==> run_1/zoom.png <==
Bar = 20 µm. Region (0, 3) to (50, 53) µm. Cells in gray, sequential cells in the stronger gray; small squares are vias.
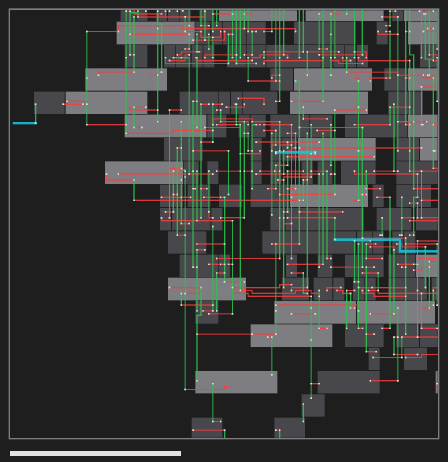
==> run_1/registers.png <==
Other sequential cells in the stronger gray, the rest of the logic in the fainter gray.
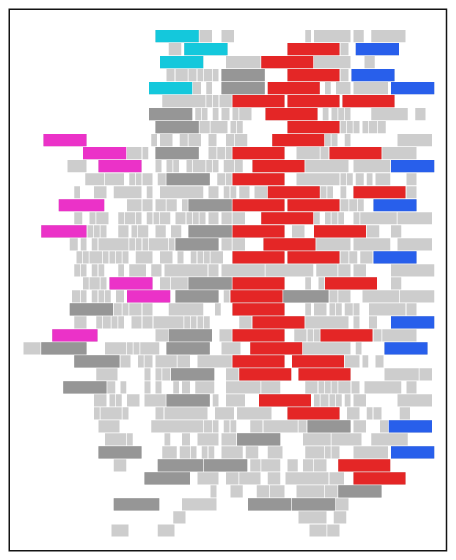
==> run_1/wire_density.png <==
Bar = 20 µm. The die is cut into 18 by 23 equal tiles; black is low, pale yellow is high, scaled to the fullest tile. Values are wire area over tile area, all layers added.
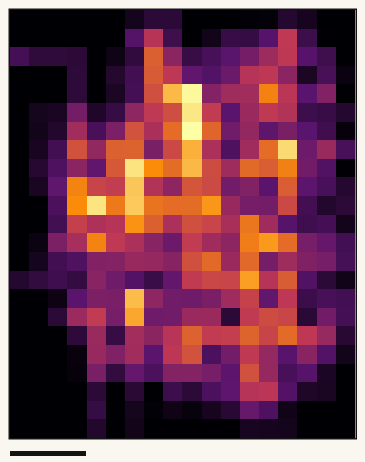
==> run_1/cell_classes.png <==
Fill, decap, tap and diode cells in gray.
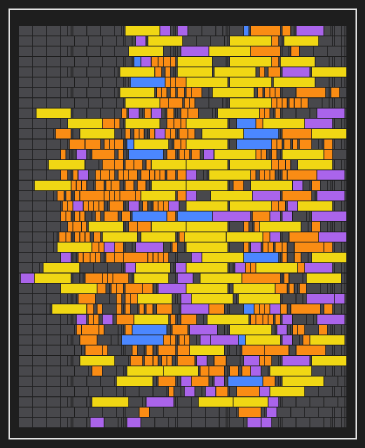
<file path="src/rtl/ps2_scan_sequencer.sv">
`default_nettype none
// ============================================================================
// Module   : ps2_scan_sequencer
// Function : PS/2 keyboard receive path. Syncs ps2_clk/data, checks 11-bit
//            frames, folds E0/F0 prefixes into key events, queues them in a
//            FWFT FIFO and tracks the W/A/S/D held-key bitmap.
// Options  : define PS2_WATCHDOG_EN to abort partial frames after
//            TIMEOUT_CYCLES clk cycles without a ps2_clk falling edge.
// Revision : 1.0  initial release
// ============================================================================
module ps2_scan_sequencer #(
  parameter int FIFO_DEPTH     = 4,
  parameter int SYNC_STAGES    = 2,
  parameter int TIMEOUT_CYCLES = 50000
) (
  input  logic       clk,
  input  logic       rst,
  input  logic       ps2_clk,
  input  logic       data,
  output logic       evt_valid,
  input  logic       evt_ready,
  output logic [7:0] evt_code,
  output logic       evt_ext,
  output logic       evt_break,
  output logic [3:0] held,
  output logic       frame_err,
  output logic       overflow
);

  localparam int AW = $clog2(FIFO_DEPTH);

  localparam logic [1:0] ST_IDLE   = 2'd0;
  localparam logic [1:0] ST_DATA   = 2'd1;
  localparam logic [1:0] ST_PARITY = 2'd2;
  localparam logic [1:0] ST_STOP   = 2'd3;

  localparam logic [7:0] CODE_EXT = 8'hE0;
  localparam logic [7:0] CODE_BRK = 8'hF0;
  localparam logic [7:0] KEY_W    = 8'h1D;
  localparam logic [7:0] KEY_A    = 8'h1C;
  localparam logic [7:0] KEY_S    = 8'h1B;
  localparam logic [7:0] KEY_D    = 8'h23;

  generate
    if (FIFO_DEPTH < 2 || (FIFO_DEPTH & (FIFO_DEPTH - 1)) != 0) begin : g_bad_depth
      $error("FIFO_DEPTH must be a power of two and at least 2");
    end
    if (SYNC_STAGES < 2) begin : g_bad_sync
      $error("SYNC_STAGES must be at least 2");
    end
    if (TIMEOUT_CYCLES < 2) begin : g_bad_timeout
      $error("TIMEOUT_CYCLES must be at least 2");
    end
  endgenerate

  // Synchronizers reset to 1 (idle bus level) so reset release never looks like an edge.
  logic [SYNC_STAGES-1:0] clk_sync_q;
  logic [SYNC_STAGES-1:0] dat_sync_q;
  logic                   clk_prev_q;
  logic                   ps2c_s;
  logic                   data_s;
  logic                   fe;

  assign ps2c_s = clk_sync_q[SYNC_STAGES-1];
  assign data_s = dat_sync_q[SYNC_STAGES-1];
  assign fe     = clk_prev_q & ~ps2c_s;

  always_ff @(posedge clk or posedge rst) begin
    if (rst) begin
      clk_sync_q <= '1;
      dat_sync_q <= '1;
      clk_prev_q <= 1'b1;
    end else begin
      clk_sync_q <= {clk_sync_q[SYNC_STAGES-2:0], ps2_clk};
      dat_sync_q <= {dat_sync_q[SYNC_STAGES-2:0], data};
      clk_prev_q <= ps2c_s;
    end
  end

  logic [1:0] state_q, state_d;
  logic [2:0] cnt_q, cnt_d;
  logic [7:0] shreg_q, shreg_d;
  logic       par_q, par_d;
  logic       wd_expired;

`ifdef PS2_WATCHDOG_EN
  localparam int WD_W = $clog2(TIMEOUT_CYCLES + 1);
  logic [WD_W-1:0] wd_q;

  // The fe cycle itself counts as 1, so frame_err lands TIMEOUT_CYCLES cycles after it.
  assign wd_expired = ~fe && (state_q != ST_IDLE) && (wd_q == WD_W'(TIMEOUT_CYCLES - 1));

  always_ff @(posedge clk or posedge rst) begin
    if (rst) begin
      wd_q <= '0;
    end else if (fe) begin
      wd_q <= WD_W'(1);
    end else if (state_q == ST_IDLE) begin
      wd_q <= '0;
    end else if (!wd_expired) begin
      wd_q <= wd_q + WD_W'(1);
    end
  end
`else
  assign wd_expired = 1'b0;
`endif

  always_ff @(posedge clk or posedge rst) begin
    if (rst) begin
      state_q <= ST_IDLE;
      cnt_q   <= '0;
      shreg_q <= '0;
      par_q   <= 1'b0;
    end else begin
      state_q <= state_d;
      cnt_q   <= cnt_d;
      shreg_q <= shreg_d;
      par_q   <= par_d;
    end
  end

  always_comb begin
    state_d = state_q;
    cnt_d   = cnt_q;
    shreg_d = shreg_q;
    par_d   = par_q;
    if (fe) begin
      case (state_q)
        ST_IDLE: begin
          if (!data_s) begin
            state_d = ST_DATA;
            cnt_d   = 3'd0;
          end
        end
        ST_DATA: begin
          shreg_d = {data_s, shreg_q[7:1]};
          cnt_d   = cnt_q + 3'd1;
          if (cnt_q == 3'd7) begin
            state_d = ST_PARITY;
          end
        end
        ST_PARITY: begin
          par_d   = data_s;
          state_d = ST_STOP;
        end
        default: state_d = ST_IDLE;
      endcase
    end else if (wd_expired) begin
      state_d = ST_IDLE;
    end
  end

  logic frame_good;
  logic byte_vld_d;
  logic frame_err_d;

  always_comb begin
    frame_good  = data_s & (^{shreg_q, par_q});
    byte_vld_d  = 1'b0;
    frame_err_d = wd_expired;
    if (fe && state_q == ST_STOP) begin
      byte_vld_d  = frame_good;
      frame_err_d = ~frame_good;
    end
  end

  logic       byte_vld_q;
  logic [7:0] byte_q;
  logic       frame_err_q;

  always_ff @(posedge clk or posedge rst) begin
    if (rst) begin
      byte_vld_q  <= 1'b0;
      byte_q      <= '0;
      frame_err_q <= 1'b0;
    end else begin
      byte_vld_q  <= byte_vld_d;
      frame_err_q <= frame_err_d;
      if (byte_vld_d) begin
        byte_q <= shreg_q;
      end
    end
  end

  logic       ext_f_q, ext_f_d;
  logic       brk_f_q, brk_f_d;
  logic [3:0] held_q, held_d;
  logic       push;

  assign push = byte_vld_q && (byte_q != CODE_EXT) && (byte_q != CODE_BRK);

  always_comb begin
    ext_f_d = ext_f_q;
    brk_f_d = brk_f_q;
    held_d  = held_q;
    if (frame_err_q) begin
      ext_f_d = 1'b0;
      brk_f_d = 1'b0;
    end else if (byte_vld_q) begin
      if (byte_q == CODE_EXT) begin
        ext_f_d = 1'b1;
      end else if (byte_q == CODE_BRK) begin
        brk_f_d = 1'b1;
      end else begin
        ext_f_d = 1'b0;
        brk_f_d = 1'b0;
        // Extended codes share numbers with W/A/S/D but are different keys.
        if (!ext_f_q) begin
          case (byte_q)
            KEY_W:   held_d[0] = ~brk_f_q;
            KEY_A:   held_d[1] = ~brk_f_q;
            KEY_S:   held_d[2] = ~brk_f_q;
            KEY_D:   held_d[3] = ~brk_f_q;
            default: held_d    = held_q;
          endcase
        end
      end
    end
  end

  logic [AW:0] wr_q, rd_q;
  logic [9:0]  mem_q [FIFO_DEPTH];
  logic [9:0]  last_q;
  logic [9:0]  head;
  logic        empty, full, pop, wr_en, overflow_q;

  assign empty = (wr_q == rd_q);
  assign full  = (wr_q[AW] != rd_q[AW]) && (wr_q[AW-1:0] == rd_q[AW-1:0]);
  assign pop   = ~empty & evt_ready;
  assign wr_en = push & (~full | pop);
  assign head  = mem_q[rd_q[AW-1:0]];

  always_ff @(posedge clk) begin
    if (wr_en) begin
      mem_q[wr_q[AW-1:0]] <= {byte_q, ext_f_q, brk_f_q};
    end
  end

  always_ff @(posedge clk or posedge rst) begin
    if (rst) begin
      ext_f_q    <= 1'b0;
      brk_f_q    <= 1'b0;
      held_q     <= '0;
      wr_q       <= '0;
      rd_q       <= '0;
      last_q     <= '0;
      overflow_q <= 1'b0;
    end else begin
      ext_f_q    <= ext_f_d;
      brk_f_q    <= brk_f_d;
      held_q     <= held_d;
      overflow_q <= push & full & ~pop;
      if (wr_en) begin
        wr_q <= wr_q + 1'b1;
      end
      if (pop) begin
        rd_q <= rd_q + 1'b1;
      end
      if (!empty) begin
        last_q <= head;
      end
    end
  end

  assign evt_valid                      = ~empty;
  assign {evt_code, evt_ext, evt_break} = empty ? last_q : head;
  assign held                           = held_q;
  assign frame_err                      = frame_err_q;
  assign overflow                       = overflow_q;

endmodule
`default_nettype wire

</file>
<file path="config.mk">
export PLATFORM = sky130hd
export DESIGN_NAME = ps2_scan_sequencer
export DESIGN_NICKNAME = d
export VERILOG_FILES = /design/src/rtl/ps2_scan_sequencer.sv
export SDC_FILE = /design/constraint.sdc
export NUM_CORES = 1
export LEC_CHECK = 0
export ABC_AREA = 1
export ABC_CLOCK_PERIOD_IN_PS = 1770
export CAP_MARGIN = 20
export CORE_ASPECT_RATIO = 1.25
export CORE_MARGIN = 2
export CORE_UTILIZATION = 42
export CTS_CLUSTER_SIZE = 8
export DETAILED_ROUTE_END_ITERATION = 10
export PLACE_DENSITY = 0.7
export SETUP_SLACK_MARGIN = 0.15
export SYNTH_ARGS = -nofsm -noshare
export SYNTH_HDL_FRONTEND = slang
export SYNTH_SLANG_ARGS = --single-unit
</file>
<file path="constraint.sdc">
create_clock -name clk -period 1.77 [get_ports clk]
set_clock_uncertainty 0.05 [all_clocks]
set_input_delay 0.354 -clock clk [delete_from_list [all_inputs] [get_ports clk]]
set_output_delay 0.354 -clock clk [all_outputs]
set_load 0.05 [all_outputs]
</file>
==> reports/metrics.yaml, run 1 <==
status:
  status: "complete, but fails checks"
  violations: "negative setup slack"
timing:
  worst_slack_ps: -372
  setup-violations-final: 28
  grt_setup_unrepaired: "yes"
  worst_slew_pin_slew_ps: 457
  whs_ps: 306
  fmax_mhz: 467
logic_synthesis:
  aoi_share: 0.0716
  async_reset_ff_frac: 0.565
  ys_area_um2: 3990
  synth_cells: 388
  synth-simple-area-share: 0.187
  fp_nets: 405
  largest_area_cell: "edfxtp_1"
  ys_ff: 92
  yosys.stat.seqShare: 0.630
  synth-adder-area-share: 0.0377
  synth_warnings: 0
  synthTopCellsByCount: "nor2_1 (72), nand2_1 (65), dfrtp_1 (47)"
setup_path:
  cp_num_cells: 5
  crit_family: "flip-flops"
  worstSetupStartpointType: "register"
  cp-end-kind: "output port"
  critPathMaxFanout: 10
  criticalPathCategory: "register to output port"
  cp_slowest_stage_delay_ps: 470
  rr_startpoint: "rd_q[2]"
  cp-endpoint: "evt_code[7]"
  crit_buf_inv: 2
  cp.required_ps: 1370
cts:
  ctsLongestPathBuffers: 2
  numClockSinks: 92
  clk_latency_ps: 330
  cts_resized: 20
  cts_hold_buf: 0
cells_and_area:
  comb_share: 0.296
  largest_register_ffs: 40
  clock_buffer_count: 11
  drive_above_1_share: 0.351
  dominant_cells: "flip-flops and latches"
  num-fill-cells: 704
  antennaDiodeCount: 0
flow_run:
  drv_cap: 0
  warnings: 36
pwr:
  switchingPower_mw: 4.60
  p_total_mw: 11.3
  pwr-share-comb: 0.564
  leakagePower_nw: 2.41
  swShare: 0.406
  p_int_mw: 6.74
  clock_power_share: 0.167
  vdd_drop_max_mv: 0.777
route:
  wl_met1_um: 3410
  maxUsedRoutingLayer: "met4"
  wl_met2_um: 5000
  via_per_inst: 5.04
  antenna_left: 0
  route.detailed.drc: 0
global_routing:
  gr-total-overflow: 0
  grt_max_degree: 22
  met3_usage: 0.0306
  antenna_found_initial: 0
  busiest_layer: "met2"
min_path:
  min_from: "clk_sync_q[0]"
  min_to: "clk_sync_q[1]"
die:
  die_y_um: 113
placed_design:
  dpl_cell_area_um2: 4930
-- zoom.png (at the start) --
Cyan shows met3. Green shows met2. Red shows met1.
100 logic cells have their middle in the window. Sequential cells in the window: 14. Most frequent: nand2_1 (15), inv_1 (12). Netlist names of flops here include `cnt_q` (3), `clk_sync_q` (2), `dat_sync_q` (2).

-- registers.png (at the start) --
Cyan shows `held`, placed flops 4, where top middle. Red shows `mem_q`, placed flops 40. Magenta shows `shreg_q`, placed flops 8. Blue shows `last_q`, placed flops 10.
Another 30 sequential cells are not colored.
Reg area: 2510 µm²
fin util: 0.612
Seq. pwr: 3.05 mW
sequential share of cell area: 0.448

-- wire_density.png (at the start) --
22% of the tiles are nearly empty. The densest ninth of the die: middle. 21% of the tiles are over half the peak. The mean over all tiles is 0.13. The fullest tile reaches 0.46.
drt total wl: 8730 µm
GRT Util Overall: 0.175
via count: 2989
per-cell routed wire length: 14.7 µm

-- cell_classes.png (at the start) --
Blue shows clock drivers and dummy loads, cells 16. Yellow shows flip-flops, cells 92. Purple shows other buffers and delay cells, cells 73. Orange shows all other logic, cells 289.
Rows: 39
post-route cell area: 5620 µm²
Core Area: 9170 µm²

==> run_1/final_placement.png <==
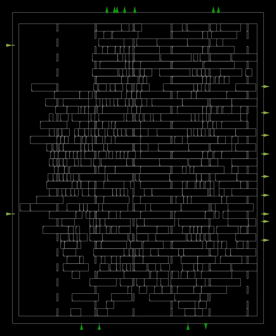

==> run 2: changes to the inputs <==
- GPL_TIMING_DRIVEN: default -> 0
- SETUP_SLACK_MARGIN: 0.15 -> 0.05
==> run_2/final_placement.png <==
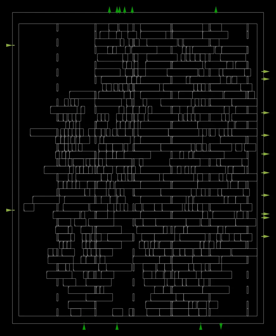
fin util: 0.582
non-filler cells, final: 579
Well Taps: 123
# fillers: 761

==> run 2 against run 1 <==
The run still ends with negative setup slack left; clock power increased by 3%; core utilization decreased by 3.0 points; via count decreased by 3.5%; die area unchanged; power decreased by 5.8%; first-iteration DRC count decreased by 33%.
==> reports/metrics.yaml, run 2 <==
status:
  status: "complete, but fails checks"
  violations: "negative setup slack"
timing:
  worst_slack_ps: -379
  timing.final.crit_share: 1.21
  max_slew_margin: 0.677
  setup-violations-final: 51
  whs_ps: 280
  grt_setup_unrepaired: "yes"
  worst_slew_pin_slew_ps: 487
route:
  wl_per_cell_um: 14.8
  route.detailed.drc: 0
  routed_wl_um: 8600
  vias: 2884
  via_per_inst: 4.98
  wl_met1_um: 3320
  wl_met2_um: 4920
cells_and_area:
  antennaDiodeCount: 0
  seq_share: 0.472
  largest_register_ffs: 40
  combGateArea_um2: 1600
  clock_buffer_count: 12
  dominant_cells: "flip-flops and latches"
  comb_share: 0.299
  regArea_um2: 2520
pwr:
  p_total_mw: 10.7
  sequentialPower_mw: 3.13
  switchingPower_mw: 4.45
  clock_power_share: 0.182
  swShare: 0.416
  leakagePower_nw: 2.29
  pwr-share-comb: 0.525
  vdd_drop_max_mv: 0.640
  p_int_mw: 6.24
global_routing:
  antenna_found_initial: 0
  grt_max_degree: 36
  met3_usage: 0.0320
  grtUsageTotal: 0.176
  busiest_layer: "met2"
  gr-total-overflow: 0
die:
  core-area_um2: 9170
  die_y_um: 113
cts:
  numClockSinks: 92
  ctsLongestPathBuffers: 2
  cts_hold_buf: 0
  cts_resized: 152
  clk_latency_ps: 340
logic_synthesis:
  synthTopCellsByCount: "nor2_1 (72), nand2_1 (65), dfrtp_1 (47)"
  synth-adder-area-share: 0.0377
  ys_ff: 92
  largest_area_cell: "edfxtp_1"
  async_reset_ff_frac: 0.565
  ys_area_um2: 3990
  aoi_share: 0.0716
  yosys.stat.seqShare: 0.630
  synth.cellmix.xorXnorShare: 0.0220
  synth-simple-area-share: 0.187
  fp_nets: 405
  topCombFamilyByArea: "simple AND/OR/NAND/NOR gates"
setup_path:
  crit_family: "flip-flops"
  cp-endpoint: "evt_code[7]"
  cp.required_ps: 1370
  crit_buf_inv: 2
  worstSetupStartpointType: "register"
  cp_num_cells: 5
  rr_startpoint: "rd_q[0]"
  cp-end-kind: "output port"
  criticalPathCategory: "register to output port"
  critPathMaxFanout: 10
flow_run:
  drv_cap: 0
Power and IR drop assume default switching activity.
